File: config.mk
export PLATFORM = sky130hd
export DESIGN_NAME = ifetch_unit
export DESIGN_NICKNAME = d
export VERILOG_FILES = /design/src/rtl/ifetch_unit.sv
export SDC_FILE = /design/constraint.sdc
export NUM_CORES = 1
export LEC_CHECK = 0
export ABC_AREA = 0
export CAP_MARGIN = 30
export CORE_MARGIN = 8
export CORE_UTILIZATION = 55
export DETAILED_ROUTE_END_ITERATION = 7
export HOLD_SLACK_MARGIN = 0.08
export PLACE_DENSITY_LB_ADDON = 0.12
export RECOVER_POWER = 100
export SLEW_MARGIN = 20
export SYNTH_ARGS = -nofsm -noshare
export SYNTH_HDL_FRONTEND = slang
export SYNTH_SLANG_ARGS = --single-unit
File: constraint.sdc
create_clock -name clk -period 3.3 [get_ports clk]
set_input_delay 0.66 -clock clk [delete_from_list [all_inputs] [get_ports clk]]
set_output_delay 0.66 -clock clk [all_outputs]
set_load 0.02 [all_outputs]
File: src/rtl/ifetch_unit.sv
// rtl/ifetch_unit.sv - instruction fetch stage: PC register, imem req/ack, instruction FIFO
//
// Purpose:
//   Owns the fetch PC and keeps at most one instruction-memory request
//   outstanding. Returned words are buffered in a small FIFO whose head is
//   presented to decode as {instr, pc, pc+4} with a valid/ready handshake.
//   A redirect reloads the fetch PC, flushes the FIFO and turns an
//   in-flight request into a discard.
//
// Parameters:
//   RESET_PC    fetch address loaded on reset
//   FIFO_DEPTH  instruction buffer entries (1..4)
//
// Ports:
//   clk, rst                      clock, synchronous active-high reset
//   redirect_valid, redirect_pc   one-cycle redirect pulse and target
//   imem_req, imem_addr           registered memory request and word address
//   imem_ack, imem_rdata          memory completion and returned instruction
//   if_valid, if_ready            decode handshake
//   if_instr, if_pc, if_pc4       FIFO head contents
//   if_misalign                   head entry came from a misaligned PC
//                                 (only with IFETCH_ALIGN_CHECK_EN)
//
// Configuration macro:
//   IFETCH_ALIGN_CHECK_EN  misaligned fetch PCs push a marker entry and halt

module ifetch_unit #(
    parameter logic [31:0] RESET_PC   = 32'h0000_0000,
    parameter int          FIFO_DEPTH = 2
) (
    input  logic        clk,
    input  logic        rst,
    input  logic        redirect_valid,
    input  logic [31:0] redirect_pc,
    output logic        imem_req,
    output logic [31:0] imem_addr,
    input  logic        imem_ack,
    input  logic [31:0] imem_rdata,
    output logic        if_valid,
    input  logic        if_ready,
    output logic [31:0] if_instr,
    output logic [31:0] if_pc,
`ifdef IFETCH_ALIGN_CHECK_EN
    output logic        if_misalign,
`endif
    output logic [31:0] if_pc4
);

    typedef enum logic [1:0] {
        S_IDLE    = 2'd0,
        S_BUSY    = 2'd1,
`ifdef IFETCH_ALIGN_CHECK_EN
        S_HALT    = 2'd3,
`endif
        S_DISCARD = 2'd2
    } state_t;

    localparam logic [2:0] DEPTH_C  = 3'(FIFO_DEPTH);
    localparam logic [1:0] LAST_PTR = 2'(FIFO_DEPTH - 1);

    state_t      state_q, state_d;
    logic [31:0] fetch_pc_q, fetch_pc_d;
    logic        imem_req_q, imem_req_d;
    logic [31:0] imem_addr_q, imem_addr_d;

    logic [2:0]  count_q, count_d;
    logic [1:0]  rd_ptr_q, rd_ptr_d;
    logic [1:0]  wr_ptr_q, wr_ptr_d;
    logic [31:0] instr_q [4];
    logic [31:0] instr_d [4];
    logic [31:0] pc_q [4];
    logic [31:0] pc_d [4];
`ifdef IFETCH_ALIGN_CHECK_EN
    logic        mis_q [4];
    logic        mis_d [4];
    logic        push_mis;
`endif

    logic        ack;
    logic        push;
    logic [31:0] push_instr;
    logic        pop;

    // An ack only means something while a request is actually on the bus.
    assign ack = imem_ack & imem_req_q;
    assign pop = if_ready & (count_q != 3'd0);

    function automatic logic [1:0] next_ptr(input logic [1:0] p);
        return (p == LAST_PTR) ? 2'd0 : p + 2'd1;
    endfunction

    // Fetch state machine
    always_comb begin
        state_d     = state_q;
        fetch_pc_d  = fetch_pc_q;
        imem_req_d  = imem_req_q;
        imem_addr_d = imem_addr_q;
        push        = 1'b0;
        push_instr  = 32'd0;
`ifdef IFETCH_ALIGN_CHECK_EN
        push_mis    = 1'b0;
`endif
        case (state_q)
            S_IDLE: begin
                if (redirect_valid) begin
                    // New target is requested on a later cycle.
                    fetch_pc_d = redirect_pc;
                end else if (count_q < DEPTH_C) begin
                    // Room is reserved at issue time, so the eventual push
                    // cannot overflow even if decode stalls meanwhile.
`ifdef IFETCH_ALIGN_CHECK_EN
                    if (fetch_pc_q[1:0] != 2'b00) begin
                        push     = 1'b1;
                        push_mis = 1'b1;
                        state_d  = S_HALT;
                    end else begin
`endif
                        imem_req_d  = 1'b1;
                        imem_addr_d = fetch_pc_q;
                        state_d     = S_BUSY;
`ifdef IFETCH_ALIGN_CHECK_EN
                    end
`endif
                end
            end
            S_BUSY: begin
                if (ack) begin
                    imem_req_d = 1'b0;
                    state_d    = S_IDLE;
                    if (redirect_valid) begin
                        fetch_pc_d = redirect_pc;
                    end else begin
                        push       = 1'b1;
                        push_instr = imem_rdata;
                        fetch_pc_d = fetch_pc_q + 32'd4;
                    end
                end else if (redirect_valid) begin
                    // Request must stay stable on the bus; its data is dropped.
                    fetch_pc_d = redirect_pc;
                    state_d    = S_DISCARD;
                end
            end
            S_DISCARD: begin
                if (redirect_valid) begin
                    fetch_pc_d = redirect_pc;
                end
                if (ack) begin
                    imem_req_d = 1'b0;
                    state_d    = S_IDLE;
                end
            end
`ifdef IFETCH_ALIGN_CHECK_EN
            S_HALT: begin
                if (redirect_valid) begin
                    fetch_pc_d = redirect_pc;
                    state_d    = S_IDLE;
                end
            end
`endif
            default: begin
                state_d = S_IDLE;
            end
        endcase
    end

    // Instruction FIFO
    always_comb begin
        count_d  = count_q;
        rd_ptr_d = rd_ptr_q;
        wr_ptr_d = wr_ptr_q;
        instr_d  = instr_q;
        pc_d     = pc_q;
`ifdef IFETCH_ALIGN_CHECK_EN
        mis_d    = mis_q;
`endif
        if (redirect_valid) begin
            // A head consumed this cycle still counts as delivered; everything
            // else is discarded.
            count_d  = 3'd0;
            rd_ptr_d = 2'd0;
            wr_ptr_d = 2'd0;
        end else begin
            if (push) begin
                instr_d[wr_ptr_q] = push_instr;
                pc_d[wr_ptr_q]    = fetch_pc_q;
`ifdef IFETCH_ALIGN_CHECK_EN
                mis_d[wr_ptr_q]   = push_mis;
`endif
                wr_ptr_d = next_ptr(wr_ptr_q);
            end
            if (pop) begin
                rd_ptr_d = next_ptr(rd_ptr_q);
            end
            count_d = count_q + {2'b00, push} - {2'b00, pop};
        end
    end

    always_ff @(posedge clk) begin
        if (rst) begin
            state_q     <= S_IDLE;
            fetch_pc_q  <= RESET_PC;
            imem_req_q  <= 1'b0;
            imem_addr_q <= RESET_PC;
            count_q     <= 3'd0;
            rd_ptr_q    <= 2'd0;
            wr_ptr_q    <= 2'd0;
            for (int i = 0; i < 4; i++) begin
                instr_q[i] <= 32'd0;
                pc_q[i]    <= 32'd0;
`ifdef IFETCH_ALIGN_CHECK_EN
                mis_q[i]   <= 1'b0;
`endif
            end
        end else begin
            state_q     <= state_d;
            fetch_pc_q  <= fetch_pc_d;
            imem_req_q  <= imem_req_d;
            imem_addr_q <= imem_addr_d;
            count_q     <= count_d;
            rd_ptr_q    <= rd_ptr_d;
            wr_ptr_q    <= wr_ptr_d;
            instr_q     <= instr_d;
            pc_q        <= pc_d;
`ifdef IFETCH_ALIGN_CHECK_EN
            mis_q       <= mis_d;
`endif
        end
    end

    assign imem_req  = imem_req_q;
    assign imem_addr = imem_addr_q;
    assign if_valid  = (count_q != 3'd0);
    assign if_instr  = instr_q[rd_ptr_q];
    assign if_pc     = pc_q[rd_ptr_q];
    assign if_pc4    = if_pc + 32'd4;
`ifdef IFETCH_ALIGN_CHECK_EN
    assign if_misalign = mis_q[rd_ptr_q];
`endif

endmodule

Figure 1. Metal 1.
The bar under the picture is 50 um long.
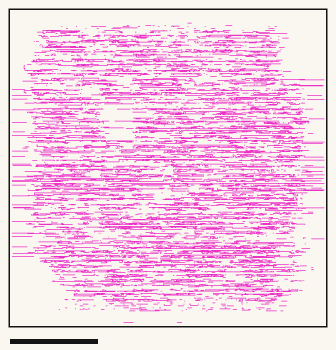
The wires run mostly horizontal. The layer holds 42% of the routed length. The layer carries 17,900 um of wire.

Figure 2. Where the registers sit.
The bar under the picture is 50 um long. Other sequential cells in the stronger grey, the rest of the logic in the fainter grey.
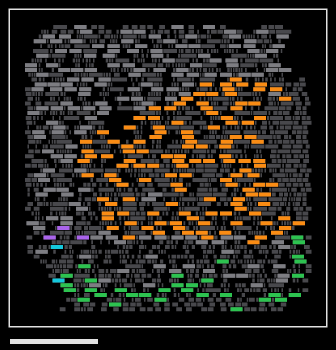
Key: green = imem_addr [flops 32, where a band across the bottom]; cyan = state_q [flops 2]; orange = pc_q [flops 128]; purple = count_q [flops 3]
Another 165 sequential cells are not coloured.

==> impl_metrics.py <==
# Metrics from the implementation run
metrics = {
    "timing": {
        "drv_slew": 0,
        "fin_ws_ns": -0.08032,
        "period_needed_ns": 3.380,
        "finalSetupViolCount": 13,
        "hold_violations": 0,
        "period_used_pct": 102.4,
    },
    "layout": {
        "fin_util_pct": 69.34,
        "logic_area_um2": 7528,
        "nNetsFinal": 2017,
        "syn_to_final_growth_pct": 25.45,
    },
    "hold_path": {
        "holdPathStages": 2,
        "holdCritPathClass": "register to register",
        "min_from": "imem_addr[13]$_SDFFE_PP0P_",
    },
    "floorplan": {
        "io-pin-count": 199,
        "rows": 60,
        "core_um2": 26650,
    },
    "logic_synthesis": {
        "xor_area_share_pct": 1.843,
        "syn_area_per_cell_um2": 8.303,
        "async_reset_ff_share_pct": 0,
        "compound_area_share_pct": 14.24,
        "synthSimpleGateAreaFrac_pct": 22.08,
        "synthesis.nets": 1853,
        "dominantRegCellSynth": "dfxtp_1",
        "ys_sh_adder_pct": 0.9004,
        "synthTopLogicFamily": "simple AND/OR/NAND/NOR gates",
        "ys_cells": 1774,
        "top_cells_by_count": "nand2_1 (607), dfxtp_1 (330), a21oi_1 (322)",
        "yosysWarningCount": 0,
        "synth_cells": 1774,
        "yosysUniqueCellTypes": 68,
    },
    "detailed_routing": {
        "drcViolationCount": 0,
        "ant_nets": 0,
        "vias_per_cell": 5.737,
        "met3_length_mm": 2.859,
        "drtIter0Drc": 1108,
        "drt-pass1-iter-count": 5,
        "wire_per_inst_um": 18.27,
        "met1_length_mm": 17.86,
    },
    "job": {
        "cap_violations": 0,
        "tool_warnings": 35,
    },
    "power": {
        "power_frac_clock_pct": 44.4,
        "pg_clk_mw": 3.76,
        "ir_drop_v": 0.0004412,
        "swShare_pct": 23.59,
        "p_switching_mw": 1.998,
        "seq-power_mw": 4.15,
        "combPwrFrac_pct": 6.7,
    },
    "clocking": {
        "clk_latency_ns": 0.51,
        "cts_inserted_buffers": 35,
        "postCtsResizedCells": 110,
        "htreeDepth": 2,
        "cts_tree": "built",
    },
    "placement": {
        "gp_congestion": 0.8384,
        "dpl.hpwl_mm": 26.97,
    },
    "worst_setup_path": {
        "path_cells": "mux4_2, ha_4, nand2_4, o22ai_4, nand3_4, buf_6, buf_6, nor4_4, xor2_1, buf_4",
        "max_stage_delay_ns": 0.38,
        "endpoint": "if_pc4[26]",
        "cp-start-kind": "register",
        "crit_top_cell": "buf_6",
        "critPathArrivalTime_ns": 2.72,
        "path_buffers": 3,
        "reg2reg_slack_ns": 0.14,
    },
    "global_routing": {
        "grt.met1_usage_pct": 31.59,
        "grt-ovfl-total": 0,
        "grt_pass1_vias": 13178,
        "grt_max_degree": 129,
        "track_usage_pct": 25.04,
    },
    "status": {
        "status": "finished, violations left",
        "violations": "negative setup slack",
    },
}
Figure 3. Ports around the boundary.
The bar under the picture is 50 um long. Pins as bars across the die edge, other pins in grey.
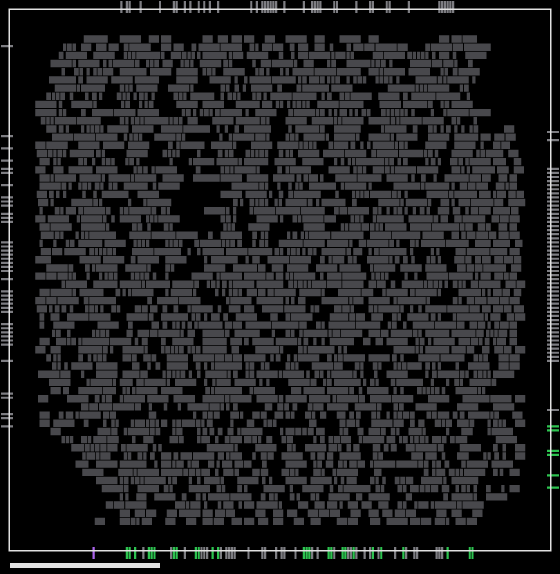
Key: green = imem_addr [pins 32, direction output, edge 26 bottom, 6 right]; purple = redirect_valid [pins 1, direction input, edge bottom]
All pins by edge: 61 bottom, 57 right, 41 top, 40 left.

==> final cells by class <==
type                       instances  area share (%)
clock buffer                      53           5.430
clock inverter                     9          0.4537
inverter                          19          0.3859
multi-input combinational       1263           40.74
sequential                       330           35.79
tap                              341           2.309
timing repair buffer             289           14.89
==> per-stage QoR <==
step	instances	instance area (um^2)	hold WS [ns]	TNS (ns)	setup WS (ns)
detailed placement	2227	17130	0.4445	-0.005003	-0.005003
floorplan	1774	14730	0.4315	0	0.07866
CTS	2292	18230	0.4526	-0.8289	-0.1247
global placement	2226	17120	0.4381	0	0.02050
finish	2304	18480	0.4481	-0.5838	-0.08032
global route	2304	18480	0.4665	-2.493	-0.1996
Power and IR drop assume default switching activity.
